===== config.mk =====
export PLATFORM = sky130hd
export DESIGN_NAME = program_loader
export DESIGN_NICKNAME = d
export VERILOG_FILES = /design/src/rtl/program_loader_pkg.sv /design/src/rtl/program_loader.sv
export SDC_FILE = /design/constraint.sdc
export NUM_CORES = 1
export LEC_CHECK = 0
export CORE_AREA = 2 2 122 124
export CTS_CLUSTER_SIZE = 28
export DETAILED_ROUTE_END_ITERATION = 8
export DIE_AREA = 0 0 124 126
export SYNTH_ARGS = -nofsm -noshare
export SYNTH_HDL_FRONTEND = slang
export SYNTH_SLANG_ARGS = --single-unit
export TNS_END_PERCENT = 100

===== constraint.sdc =====
create_clock -name i_clock -period 6 [get_ports i_clock]
set_input_delay 1.2 -clock i_clock [delete_from_list [all_inputs] [get_ports i_clock]]
set_output_delay 1.2 -clock i_clock [all_outputs]
set_load 0.005 [all_outputs]

===== src/rtl/program_loader_pkg.sv =====
// Shared definitions for the program loader: FSM state encoding, default
// frame-start byte and small helpers for assembling instruction words.
package program_loader_pkg;

  typedef enum logic [3:0] {
    S_IDLE   = 4'd0,
    S_LEN_HI = 4'd1,
    S_LEN_LO = 4'd2,
    S_B0     = 4'd3,
    S_B1     = 4'd4,
    S_B2     = 4'd5,
    S_CSUM   = 4'd6,
    S_DONE   = 4'd7,
    S_ERROR  = 4'd8
  } state_e;

  localparam logic [7:0] DEFAULT_MAGIC = 8'hA5;

  // Instruction word: low two bits of B0 on top, then B1, then B2.
  function automatic logic [17:0] make_word(input logic [1:0] b0_lo,
                                            input logic [7:0] b1,
                                            input logic [7:0] b2);
    return {b0_lo, b1, b2};
  endfunction

  // Upper six bits of B0 (bits 0..5 in MSB-first numbering) must be clear.
  function automatic logic b0_legal(input logic [0:7] b0);
    return (b0[0:5] == 6'd0);
  endfunction

endpackage


===== src/rtl/program_loader.sv =====
// Program loader: parses MAGIC/LEN/words/CSUM frames from the host link,
// writes 18-bit instruction words from address 0 upward and releases the
// cpu only after a frame with a good checksum. Bit 0 is the MSB on all buses.
module program_loader
  import program_loader_pkg::*;
#(
  parameter logic [7:0] MAGIC     = DEFAULT_MAGIC,
  parameter int         MAX_WORDS = 65536,
  parameter int         TIMEOUT   = 1000000
) (
  input  logic        i_clock,
  input  logic        i_reset_n,
  input  logic [0:7]  i_rx_data,
  input  logic        i_rx_valid,
  output logic        o_rx_ready,
  input  logic        i_restart,
  output logic        o_we,
  output logic [0:15] o_waddr,
  output logic [0:17] o_wdata,
  output logic        o_cpu_run,
  output logic        o_done,
  output logic        o_error
);

  localparam int             TW      = $clog2(TIMEOUT + 1);
  localparam logic [TW-1:0]  TO_LAST = TW'(TIMEOUT - 1);
  localparam logic [16:0]    MAXW    = 17'(MAX_WORDS);

  state_e        state_q;
  logic [16:0]   len_q;
  logic [16:0]   cnt_q;
  logic [7:0]    csum_q;
  logic [1:0]    b0_q;
  logic [7:0]    b1_q;
  logic [TW-1:0] to_q;
  logic          rdy_q, we_q, run_q, done_q, err_q;
  logic [0:15]   waddr_q;
  logic [0:17]   wdata_q;

  logic          acc, in_frame, timeout_hit;
  logic [16:0]   len_w, cnt_nxt;
  logic [7:0]    csum_nxt;

  assign acc         = i_rx_valid & rdy_q;
  assign in_frame    = (state_q != S_IDLE) && (state_q != S_DONE) && (state_q != S_ERROR);
  // Timeout fires on the clock where the idle count would reach TIMEOUT;
  // a byte accepted on that same clock wins.
  assign timeout_hit = in_frame && !acc && (to_q == TO_LAST);
  assign len_w       = {1'b0, len_q[15:8], i_rx_data};
  assign cnt_nxt     = cnt_q + 17'd1;
  assign csum_nxt    = csum_q ^ i_rx_data;

  // Frame FSM with registered outputs, word counter, checksum and timeout.
  always_ff @(posedge i_clock or negedge i_reset_n) begin
    if (!i_reset_n) begin
      state_q <= S_IDLE;
      len_q   <= '0;
      cnt_q   <= '0;
      csum_q  <= '0;
      b0_q    <= '0;
      b1_q    <= '0;
      to_q    <= '0;
      rdy_q   <= 1'b1;
      we_q    <= 1'b0;
      waddr_q <= '0;
      wdata_q <= '0;
      run_q   <= 1'b0;
      done_q  <= 1'b0;
      err_q   <= 1'b0;
    end else begin
      we_q <= 1'b0;
      if (in_frame && !acc) to_q <= to_q + TW'(1);
      else                  to_q <= '0;

      if (timeout_hit) begin
        state_q <= S_ERROR;
        err_q   <= 1'b1;
        rdy_q   <= 1'b0;
      end else begin
        case (state_q)
          S_IDLE: if (acc && i_rx_data == MAGIC) begin
            state_q <= S_LEN_HI;
            cnt_q   <= '0;
            csum_q  <= '0;
          end
          S_LEN_HI: if (acc) begin
            len_q[15:8] <= i_rx_data;
            csum_q      <= csum_nxt;
            state_q     <= S_LEN_LO;
          end
          S_LEN_LO: if (acc) begin
            len_q  <= len_w;
            csum_q <= csum_nxt;
            if (len_w == 17'd0) state_q <= S_CSUM;
            else if (len_w > MAXW) begin
              state_q <= S_ERROR;
              err_q   <= 1'b1;
              rdy_q   <= 1'b0;
            end else state_q <= S_B0;
          end
          S_B0: if (acc) begin
            csum_q <= csum_nxt;
            if (!b0_legal(i_rx_data)) begin
              state_q <= S_ERROR;
              err_q   <= 1'b1;
              rdy_q   <= 1'b0;
            end else begin
              b0_q    <= i_rx_data[6:7];
              state_q <= S_B1;
            end
          end
          S_B1: if (acc) begin
            b1_q    <= i_rx_data;
            csum_q  <= csum_nxt;
            state_q <= S_B2;
          end
          S_B2: if (acc) begin
            csum_q  <= csum_nxt;
            we_q    <= 1'b1;
            waddr_q <= cnt_q[15:0];
            wdata_q <= make_word(b0_q, b1_q, i_rx_data);
            cnt_q   <= cnt_nxt;
            state_q <= (cnt_nxt == len_q) ? S_CSUM : S_B0;
          end
          S_CSUM: if (acc) begin
            rdy_q <= 1'b0;
            if (i_rx_data == csum_q) begin
              state_q <= S_DONE;
              done_q  <= 1'b1;
              run_q   <= 1'b1;
            end else begin
              state_q <= S_ERROR;
              err_q   <= 1'b1;
            end
          end
          S_DONE, S_ERROR: if (i_restart) begin
            state_q <= S_IDLE;
            done_q  <= 1'b0;
            err_q   <= 1'b0;
            run_q   <= 1'b0;
            rdy_q   <= 1'b1;
            cnt_q   <= '0;
            csum_q  <= '0;
          end
          default: begin
            state_q <= S_ERROR;
            err_q   <= 1'b1;
            rdy_q   <= 1'b0;
          end
        endcase
      end
    end
  end

  assign o_rx_ready = rdy_q;
  assign o_we       = we_q;
  assign o_waddr    = waddr_q;
  assign o_wdata    = wdata_q;
  assign o_cpu_run  = run_q;
  assign o_done     = done_q;
  assign o_error    = err_q;

endmodule


### Wire density map

The die is cut into 25 by 25 equal tiles; black is low, pale yellow is high, scaled to the fullest tile. Values are wire area over tile area, all layers added.
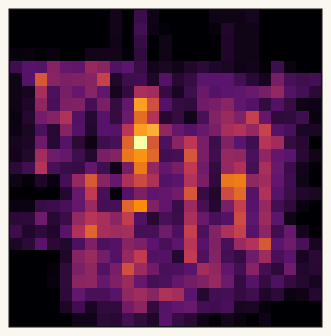
emptiest ninth of the die = top right
tiles over half the peak = 6.1%
nearly empty tiles = 19%
fullest tile = 0.64

### Gate families picked out

Scale bar: 20 um.
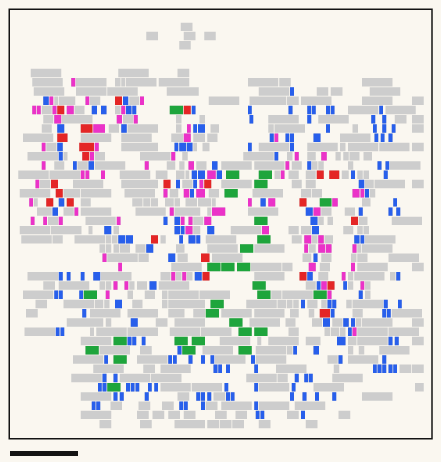
blue -> nand cells  # cells 178, where all over the die
magenta -> nor cells  # cells 75
green -> mux cells  # cells 29
red -> and/or cells  # cells 23

### Close-up of the layout

Scale bar: 10 um. Window x 50 to 75, y 25 to 50 um. Cells in gray, sequential cells in the stronger gray; small squares are vias.
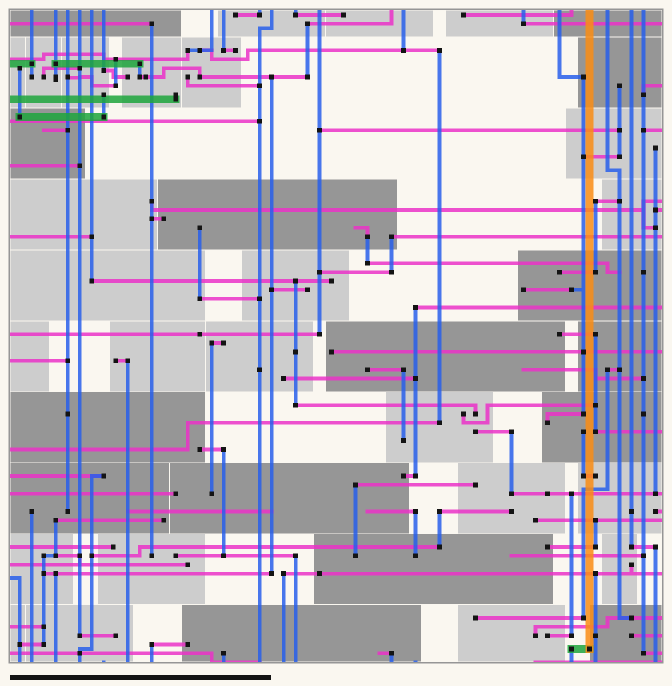
green -> metal 3
orange -> metal 4
magenta -> metal 1
blue -> metal 2
most frequent = mux2_2 (11), dfrtp_1 (9)
sequential cells in the window = 9
netlist names of flops here include = len_q (6), b1_q (2)
cells with their middle in the window = 28

==> flow_summary.json <==
{
  "worstHoldStart": "b1_q[2]",
  "synthTopCellsByArea": "dfrtp_1, nand2_1, mux2_2, xnor2_1, o21ai_0",
  "io_buffer_count": 50,
  "die_w_um": 124,
  "die_y_um": 126,
  "rows": 44,
  "power.leakage_uw": 0.00311,
  "final_cells": 842,
  "dpl.hpwl_mm": 8.63,
  "power_per_cell_area_mw_per_mm2": 382,
  "core_region_area_mm2": 0.0143,
  "finalHoldViolCount": 0,
  "use_met3_pct": 5.34,
  "outcome": "finished, final reports clean",
  "hp-class": "register to register",
  "logic_family": "simple AND/OR/NAND/NOR gates",
  "min_to": "o_wdata[7]",
  "grt_pass1_vias": 4381,
  "r2r_cells": 7,
  "die-area_mm2": 0.0156,
  "wire_per_inst_um": 15.3,
  "rr_startpoint": "state_q[0]",
  "cap_violations": 0,
  "globalRouteMet2Util_pct": 29.2
}
where the power goes:
group / internal [uW] / leakage [uW] / switching, uW / total (uW)
Clock: 766 / 0.000316 / 334 / 1100
Combinational: 242 / 0.00126 / 308 / 550
Sequential: 864 / 0.00154 / 120 / 984
Total: 1870 / 0.00311 / 763 / 2640
area by class of cell:
cell class	instances	area, um^2
Timing Repair Buffer	53	520
Fill cell	1330	7410
Tap cell	184	230
Inverter	10	37.5
Clock inverter	10	180
Multi-Input combinational cell	450	2630
Sequential cell	113	2830
Clock buffer	22	474
layout by cell type (no fill, tap or decap), drive strengths merged, types with 13 or more instances in the layout:
cell type,count
nand2,134
dfrtp,112
nor2,52
clkdlybuf4s50,49
o21ai,46
xnor2,29
mux2,28
nand3,22
clkbuf,22
xor2,21
a21oi,13
routing by layer:
layer	share of wire (%)	vias up	wire, um
met2	50	97	6410
met5	0	-	0
met3	3.3	21	425
met1	45	2157	5730
met4	2.2	0	289
li1	-	2148	-
registers in the layout (all words and copies together), names as in the netlist:
name        count
to_q           20
len_q          16
o_wdata        18
o_done          1
o_rx_ready      1
b0_q            2
state_q         4
o_waddr        16
csum_q          8
o_error         1
b1_q            8
o_we            1
cnt_q          17
per-stage QoR:
stage               hold slack [ns]  setup WS (ns)  total power, uW
finish                        0.460           2.41             2640
global route                  0.491           2.28             2780
CTS                           0.462           2.40             2660
detailed placement            0.447           2.01             1550
global placement              0.441           2.13             1530
floorplan                     0.433           2.81             1400
worst max-delay path by stage:
stage	startpoint	endpoint
after floorplan	i_rx_data[4]	cnt_q[12]
after global placement	i_rx_data[3]	cnt_q[9]
after detailed placement	i_rx_data[3]	cnt_q[11]
after CTS	i_rx_data[3]	cnt_q[2]
after global routing	i_rx_data[3]	cnt_q[2]
final	i_rx_data[3]	cnt_q[2]
worst max-delay path, cell delays in order:
cell	delay [ns]
clkdlybuf4s50_1	0.61
or3_1	0.45
or4_1	0.49
a32o_2	0.33
nor2_4	0.14
o21ai_2	0.23
o21ai_0	0.28
o21ai_0	0.13
logic make-up (layout without fill, tap and decap cells):
logic type | after synthesis | count (layout)
flops | 113 | 113
simple gates | 276 | 276
compound gates | 93 | 93
fa+ha+maj | 2 | 2
buf+inv | 44 | 95
mux | 29 | 29
xor+xnor | 50 | 50
cells in the mapped netlist, drive strengths merged, types with 6 or more instances:
cell type,count
o31ai,6
o21ai,46
a21oi,13
inv,9
mux2,28
xor2,21
and3,9
nand2,134
nor4,8
clkbuf,30
nand4,10
nand2b,11
nor2,52
xnor2,29
nand3,22
dfrtp,112
nor3,8
Power is estimated from default activity; no workload was simulated.
